<file path="config.mk">
export PLATFORM = sky130hd
export DESIGN_NAME = banked_memory_ctrl
export DESIGN_NICKNAME = d
export VERILOG_FILES = /design/src/rtl/banked_memory_ctrl.sv
export SDC_FILE = /design/constraint.sdc
export NUM_CORES = 1
export LEC_CHECK = 0
export CAP_MARGIN = 20
export CORE_MARGIN = 4
export CORE_UTILIZATION = 41
export DETAILED_ROUTE_END_ITERATION = 8
export PLACE_DENSITY_LB_ADDON = 0.2
export SETUP_SLACK_MARGIN = 0.5
export SKIP_LAST_GASP = 1
export SLEW_MARGIN = 20
export SYNTH_ARGS = -nofsm -noshare
export SYNTH_HDL_FRONTEND = slang
export SYNTH_SLANG_ARGS = --single-unit
</file>
<file path="constraint.sdc">
create_clock -name clk -period 3.7 [get_ports clk]
set_input_delay 0.925 -clock clk [delete_from_list [all_inputs] [get_ports clk]]
set_output_delay 0.925 -clock clk [all_outputs]
set_load 0.005 [all_outputs]
</file>
<file path="src/rtl/banked_memory_ctrl.sv">
// banked_memory_ctrl: unified instr/data memory with a
// valid/ready request port, read pipeline and data-region clear.
module banked_memory_ctrl #(
  parameter int DATA_W      = 8,
  parameter int ADDR_W      = 5,
  parameter int DEPTH       = 32,
  parameter int INSTR_WORDS = 16,
  parameter int READ_LAT    = 1
) (
  input  logic              clk,
  input  logic              rst_n,
  input  logic              req_valid,
  output logic              req_ready,
  input  logic              req_we,
  input  logic [ADDR_W-1:0] req_addr,
  input  logic [DATA_W-1:0] req_wdata,
  input  logic              prog_en,
  output logic              rsp_valid,
  output logic [DATA_W-1:0] rsp_rdata,
  output logic              rsp_err,
  input  logic              clr_start,
  output logic              clr_busy
);

  typedef enum logic {IDLE, CLEAR} state_t;

  localparam logic [ADDR_W:0] DEPTH_C = (ADDR_W+1)'(DEPTH);
  localparam logic [ADDR_W:0] INSTR_C = (ADDR_W+1)'(INSTR_WORDS);
  localparam logic [ADDR_W-1:0] FIRST = ADDR_W'(INSTR_WORDS);
  localparam logic [ADDR_W-1:0] LAST  = ADDR_W'(DEPTH-1);
  localparam logic CLR_OK = (INSTR_WORDS < DEPTH);

  state_t            state;
  logic [ADDR_W-1:0] ptr;
  logic [DATA_W-1:0] mem [DEPTH];

  logic              acc;
  logic              in_range;
  logic              prot;
  logic              err;
  logic              wr_ok;
  logic [DATA_W-1:0] rd;

  logic [READ_LAT-1:0] pv;
  logic [READ_LAT-1:0] pe;
  logic [DATA_W-1:0]   pd [READ_LAT];

  assign req_ready = rst_n && (state == IDLE);
  assign acc       = req_valid && req_ready;
  assign in_range  = {1'b0, req_addr} < DEPTH_C;
  assign prot      = req_we && !prog_en &&
                     ({1'b0, req_addr} < INSTR_C);
  assign err       = !in_range || prot;
  assign wr_ok     = acc && req_we && !err;
  assign rd        = (in_range && !req_we) ?
                     mem[req_addr] : '0;

  assign clr_busy  = (state == CLEAR);
  assign rsp_valid = pv[READ_LAT-1];
  assign rsp_err   = pe[READ_LAT-1];
  assign rsp_rdata = pd[READ_LAT-1];

  // Control FSM: sweeps the data region one word per cycle
  always_ff @(posedge clk or negedge rst_n) begin
    if (!rst_n) begin
      state <= IDLE;
      ptr   <= '0;
    end else begin
      case (state)
        IDLE: begin
          if (clr_start && CLR_OK) begin
            state <= CLEAR;
            ptr   <= FIRST;
          end
        end
        CLEAR: begin
          ptr <= ptr + 1'b1;
          if (ptr == LAST) state <= IDLE;
        end
        default: state <= IDLE;
      endcase
    end
  end

  // Single write port shared by the sweep and accepted writes
  always_ff @(posedge clk) begin
    if (state == CLEAR) mem[ptr] <= '0;
    else if (wr_ok)     mem[req_addr] <= req_wdata;
  end

  // Response pipeline; read data captured at acceptance
  always_ff @(posedge clk or negedge rst_n) begin
    if (!rst_n) begin
      pv <= '0;
      pe <= '0;
      for (int i = 0; i < READ_LAT; i++) pd[i] <= '0;
    end else begin
      pv[0] <= acc;
      pe[0] <= acc && err;
      pd[0] <= acc ? rd : '0;
      for (int i = 1; i < READ_LAT; i++) begin
        pv[i] <= pv[i-1];
        pe[i] <= pe[i-1];
        pd[i] <= pd[i-1];
      end
    end
  end

endmodule

</file>
Fig. 1: logic cells by family
The bar under the picture is 50 um long.
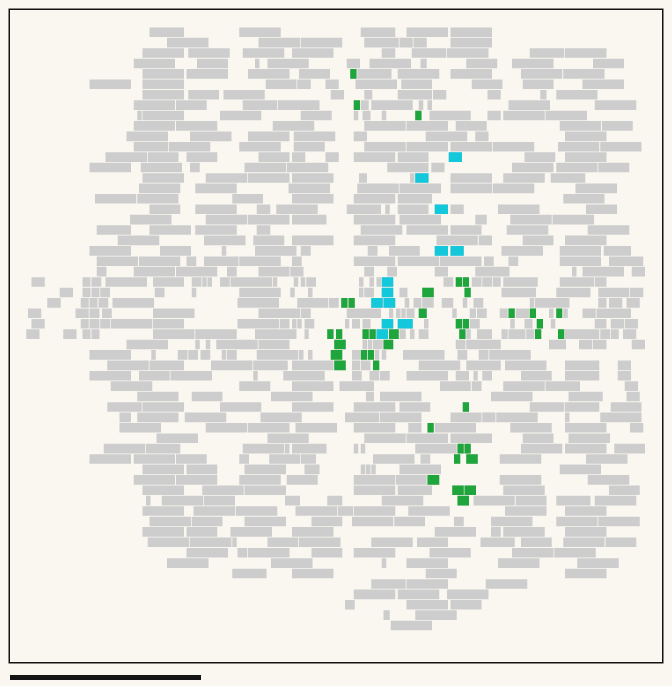
| family | color | cells | most used |
|---|---|---|---|
| AND-OR and OR-AND gates | cyan | 12 | o22a_1 |
| inverting AOI/OAI gates | green | 41 | a21oi_1 |
Finished Layout Cells: 969
logic share of the area: 19.9%
most numerous logic cell after layout: edfxtp_1

Fig. 2: where the registers sit
The bar under the picture is 50 um long.
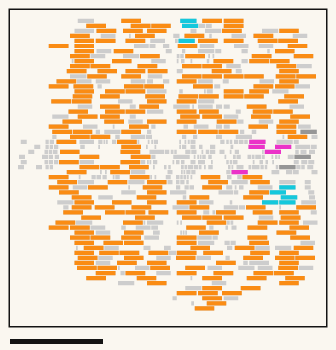
| signal | color | placed flops |
|---|---|---|
| ptr | magenta | 5 |
| rsp_rdata | cyan | 8 |
| mem | orange | 256 |
Seq. cell area: 8090 um2
final core utilization: 48.6%

Fig. 3: sizing map
The bar under the picture is 50 um long.
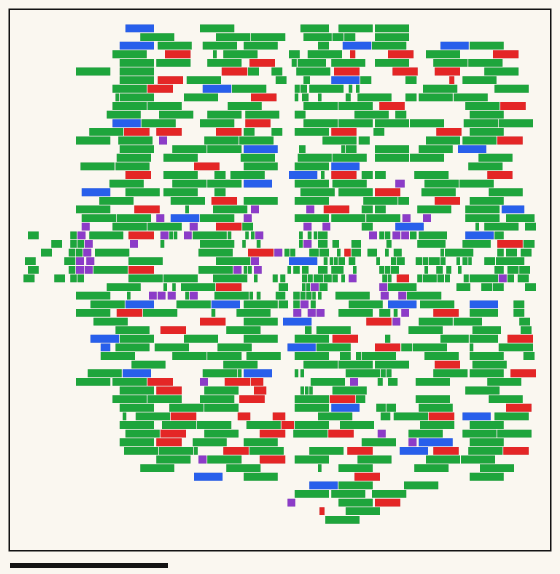
| size | color | cells | share |
|---|---|---|---|
| _0 and _1 cells | green | 473 | 75% |
| _2 cells | red | 74 | 12% |
| _3 and _4 cells | purple | 53 | 8.4% |
| _6 and larger | blue | 34 | 5.4% |
fin area: 12600 um2
bufs w/o clock: 82

==> Changelog: implementation <==
### Physical design

* Synth async-reset ratio at 5.88%
* Worst R2R End: mem[20][3]
* Worst stage delay on the critical path at 0.51 ns
* Worst-case reg-to-reg path depth at 4
* Worst hold path endpoint: ptr[3]
* Clk root buf: clkbuf_16
* Fraction of area in clock buffers and inverters at 7.10%
* Tap Cells at 335
* Comb gates at 228
* Crit end category: output pin
* Total core area at 26000 um2
* Tool Warnings at 26
* Worst path top cell family by delay: buffers and inverters
* Port bufs at 30
* Seq area share at 64.1%
* Hold Path Depth at 1
* Final Hold Viols at 0
* Period utilisation layout at 81.2%
* Fin crit period at 3.00 ns
* Status: finished, final reports clean
* CTS H-tree lvls at 1
* Final max-slew violation count at 0
* # fillers at 2125
* CTS tree: built
* Sequential-to-total area share from yosys stat at 74.8%
* Main flop type: edfxtp_1
* Top class by area: sequential cells
* Cells after synthesis at 533
* Ao+oa area frac at 3.32%
* R2r startpoint: clr_busy
* Gpl congestion at 0.860
* Leakage at 4.48 nW
* Mux area share at 15.8%
* Largest net degree at the start of global routing at 36
* Share of cells above drive strength 1 at 25.4%
* Clk_skew at 0.0137 ns
## layout by cell type, fill, tap and decap left out, drive strengths merged, types with 2 or more instances in the layout
cell and instances:
clkbuf 36, o21ai 7, nand2b 4, mux2 6
a21oi 22, edfxtp 256, clkdlybuf4s50 28, nor2b 5
buf 54, o22a 6, nand4b 3, clkinv 10
nand3b 2, a221oi 8, dfrtp 16, nor2 34
and3 12, mux4 64, inv 3, nand4 2
bufinv 3, ha 2, mux2i 20, nand3 3
a22oi 2, a221o 5, nand2 12
## layer usage
metal | part of all wire (%) | vias up | GRT usage, %
li1 | - | 2371 | -
met1 | 46 | 2790 | 24.8
met2 | 47 | 163 | 24.9
met3 | 6.2 | 27 | 2.28
met4 | 1.3 | 0 | 3.13
met5 | 0 | - | 0
## state kept, by name (all words and copies together), names as in the netlist
name,flops
ptr,5
rsp_err,1
rsp_rdata,8
clr_busy,1
rsp_valid,1
mem,256
## worst max-delay path by stage
| stage | end | slack (ns) |
|---|---|---|
| 6_report | req_ready | 0.70 |
| 5_1_grt | req_ready | 0.65 |
| 4_1_cts | req_ready | 0.68 |
| 3_5_place_dp | mem[4][2] | 0.36 |
| 3_3_place_gp | mem[8][6] | 0.39 |
| 2_1_floorplan | mem[1][0] | 0.87 |
## where the power goes
group / internal, mW / switching (mW)
Sequential: 3.64 / 0.118
Clock: 1.63 / 1.08
Combinational: 0.358 / 0.539
## per-stage QoR
step                      setup slack, ns  std cells  instance area, um2  power [mW]
after CTS                           0.685        969               12600        7.44
final                               0.695        969               12600        7.37
after floorplan                     0.874        533               10800        4.46
after global routing                0.652        969               12600        7.67
after global placement              0.392        919               11700        4.69
after detailed placement            0.363        919               11700        4.72
Power and IR drop assume default switching activity.
